==> config.mk <==
export PLATFORM = sky130hd
export DESIGN_NAME = pipe_ctrl
export DESIGN_NICKNAME = d
export VERILOG_FILES = /design/src/rtl/pipe_ctrl_pkg.sv /design/src/rtl/pipe_ctrl_perf.sv /design/src/rtl/pipe_ctrl.sv
export SDC_FILE = /design/constraint.sdc
export NUM_CORES = 1
export LEC_CHECK = 0
export ABC_AREA = 1
export CAP_MARGIN = 5
export CORE_ASPECT_RATIO = 2
export CORE_MARGIN = 1
export CORE_UTILIZATION = 30
export CTS_BUF_LIST = sky130_fd_sc_hd__clkbuf_16
export DETAILED_ROUTE_END_ITERATION = 10
export PLACE_DENSITY_LB_ADDON = 0.12
export SLEW_MARGIN = 15
export SYNTH_ARGS = -nofsm -noshare
export SYNTH_HDL_FRONTEND = slang
export SYNTH_SLANG_ARGS = --single-unit
export TNS_END_PERCENT = 1
==> constraint.sdc <==
create_clock -name clk -period 1.6 [get_ports clk]
set_input_delay 0.24 -clock clk [delete_from_list [all_inputs] [get_ports clk]]
set_output_delay 0.24 -clock clk [all_outputs]
set_load 0.02 [all_outputs]
**Met1 routing**

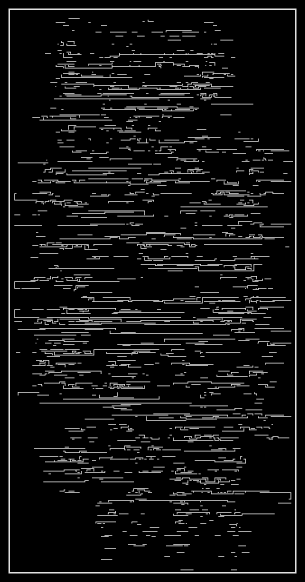
nets with wire on the layer = 620
main direction = horizontal
routed vias: 3,477
met1 Track Usage GR: 20.90%
WL final: 10.04 mm

**M2 wires**

Scale bar: 20 um.
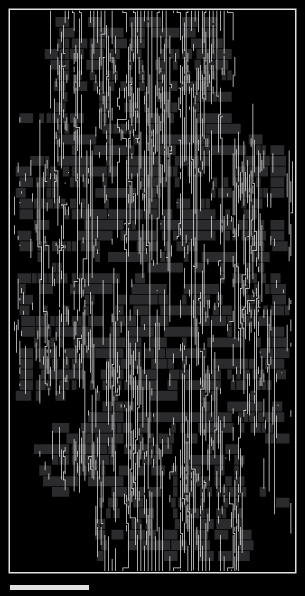
main direction = vertical
nets with wire on the layer = 560
routing usage on met2: 38.96%

**M3 wires**

Scale bar: 20 um.
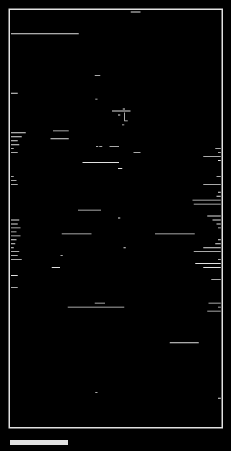
wire length on this layer = 274 um
nets with wire on the layer = 63
GRT met3 Usage: 1.905%

==> Changelog: implementation <==
### Metrics

* Status: finished, violations left
* Violated checks: negative setup slack
* Cts bufs inserted at 5
* Critical path's most frequent cell: buf_6
* Post-layout min period at 1.768 ns
* Core area at 9699 um2
* Placer Congestion at 0.8227
* Global-route wire length before repair at 16.00 mm
* Hold Violations, Final at 0
* Commonest flop: dfrtp_1
* H-tree levels at 2
* Setup crit start kind: flop
* Net Switching at 0.9128 mW
* CTS root buffer: clkbuf_16
* Dpl cells at 751
* Starting density of the core at 30.80%
* Die Wd at 72.57 um
* Max IR drop VDD at 0.0003927 V
* Critical path depth at 8
* Ant. Diodes at 0
* Vias in the first global route at 3,437
* Synth area leader: dfrtp_1
* WHS at 0.4498 ns
* Register share of total power at 34.9%
* Flop2flop setup slack at 0.17 ns
* Max Freq at 565.6 MHz
* # Cells Yosys at 484
* Static leakage at 2.838 nW
* Mapped cell area at 2988 um2
* Synth Instances at 484
* Slew Viols, Final at 0
* Comb power frac at 34.2%
* Number of synthesized flops with an enable pin at 0
* DRT Pass-1 Iters at 4
* Fillers at 1,058
* Slowest stage delay, CP at 0.45 ns
* Gr ovfl total at 0
* CP endpoint kind: output pin
* Max-Cap Viols at 0
* CTS max path bufs at 2
* Clock Power Share at 30.9%
* Seq share, synth at 31.83%
* Clock latency at the later pin of the worst-skew pair at 0.28 ns
* Largest net degree at the start of global routing at 40
* DRC violations left at 0
* Total Power at 2.993 mW
* #FFs+latches synth at 38
* Sink Count at 38
* Switching Fraction at 30.50%
* Ports at 113
* Area leader share at 31.83%
* CP delay by family, top: flip-flops
* P&R area growth vs syn at 63.27%
* Tool warnings at 29
* Clock transition at path regs at 0.05 ns
* Initial antenna violation count at 0
* Slowest CP cell: dfrtp_2
* Net Count, Synth at 557
* Final non-filler cell total at 766
* HP Class: in2async
* Worst Setup Slack, final at -0.1681 ns
* Total GRT Usage at 20.00%
* Final setup viols at 39
* Wire per inst at 13.11 um
* CP cell instances: nor2_4 -> buf_6 -> buf_6 -> nand3_1 -> nand3_1 -> nand2_1 -> inv_2 -> buf_6
* Worst slack at placement at -0.7411 ns
* Synth Warn # at 0
* RSZ-0062 raised after global routing: yes
* IO Port Bufs at 111
* Syn Area/Cell at 6.173 um2
* CTS tree: done
* Worst path buffer plus inverter count at 4
* Reg2reg path depth at 8
* Routed Antenna Nets at 0
* CP Max Fanout at 5
* Internal power at 2.080 mW
* NumNets Final at 707
* Final period util at 110.5%
* Data arrival, critical path at 1.53 ns
* Die Ht at 143.1 um
* PwrDens at 613.6 nW/um2
* Clk_skew at 0.002176 ns
* CP Class: reg2out
* Synth unique cells at 23
* Async SR Flop Fraction at 100.0%
* Max FFs per register at 32
* Crit path DRT at 1.36 ns
* Yosys chip area at 2988 um2
-- layout make-up --
type / instances / area, um2 / share of cell area, %
clock buffer: 5 / 125.1 / 2.565
inverter: 76 / 287.8 / 5.899
timing repair buffer: 176 / 1723 / 35.32
tap: 132 / 165.2 / 3.385
clock inverter: 2 / 10.01 / 0.2052
multi-input combinational: 337 / 1615 / 33.11
sequential: 38 / 952.2 / 19.52
-- metrics by stage --
| step | setup TNS (ns) | utilization (%) | area (um2) |
|---|---|---|---|
| 3_5_place_dp | -35.86 | 46.53 | 4513 |
| 2_1_floorplan | 0 | - | 2988 |
| 6_report | -4.611 | 50.30 | 4878 |
| 3_3_place_gp | -35.46 | 46.53 | 4513 |
| 4_1_cts | -5.768 | 48.16 | 4671 |
| 5_1_grt | -7.751 | 50.30 | 4878 |
-- power by group through the flow --
stage	combinational, mW	sequential, mW	clock [mW]
2_1_floorplan	0.480	1.05	0
3_5_place_dp	0.983	1.06	0
5_1_grt	1.12	1.05	0.989
4_1_cts	0.974	1.04	0.958
3_3_place_gp	0.980	1.06	0
6_report	1.03	1.04	0.924
-- cells by family (layout without fill, tap and decap cells) --
kind of cell | count (synthesis) | count (layout) | synth area share [%]
XOR/XNOR | 3 | 3 | 0.8796
flip-flops | 38 | 38 | 31.83
buffers and inverters | 109 | 259 | 17.71
adder cells (fa/ha/maj) | 2 | 2 | 0.8374
AND-OR/OR-AND | 7 | 7 | 1.298
other | 1 | 1 | 0.1255
AND/OR/NAND/NOR | 324 | 324 | 47.32
-- what timing repair did --
action,CTS,global route
hold endpoints to repair,16,0
pin swaps,3,16
hold buffers,1,0
gates resized,197,74
cloned,3,1
endpoints found under the setup margin,42,41
setup buffers,6,0
-- routing by layer --
metal	track usage (%)	up-vias	wire, um
met5	0	-	0
met4	8.462	0	323
met3	1.905	24	273
met2	38.96	84	5700
met1	20.90	1601	3746
li1	-	1768	-
-- synthesized netlist by cell type, types with 2 or more instances --
master / n
a21oi_1: 2
dfrtp_1: 38
clkbuf_1: 3
buf_4: 8
nand2_1: 206
inv_1: 72
ha_1: 2
inv_2: 4
nor2_1: 5
xnor2_1: 3
buf_2: 12
nand3_1: 104
o21ai_0: 3
nand2_4: 2
nand2_2: 2
nor2_8: 2
buf_6: 10
-- cells in the final DEF (no fill, tap or decap), types with 5 or more instances in the layout --
cell and n:
buf_2 8, buf_4 58, clkbuf_16 6, dfrtp_1 37, inv_2 10, buf_6 33
buf_12 5, clkdlybuf4s50_1 66, inv_1 65, nand3_1 87, nand3_2 18, nand2_1 205
Power is estimated from default activity; no workload was simulated.
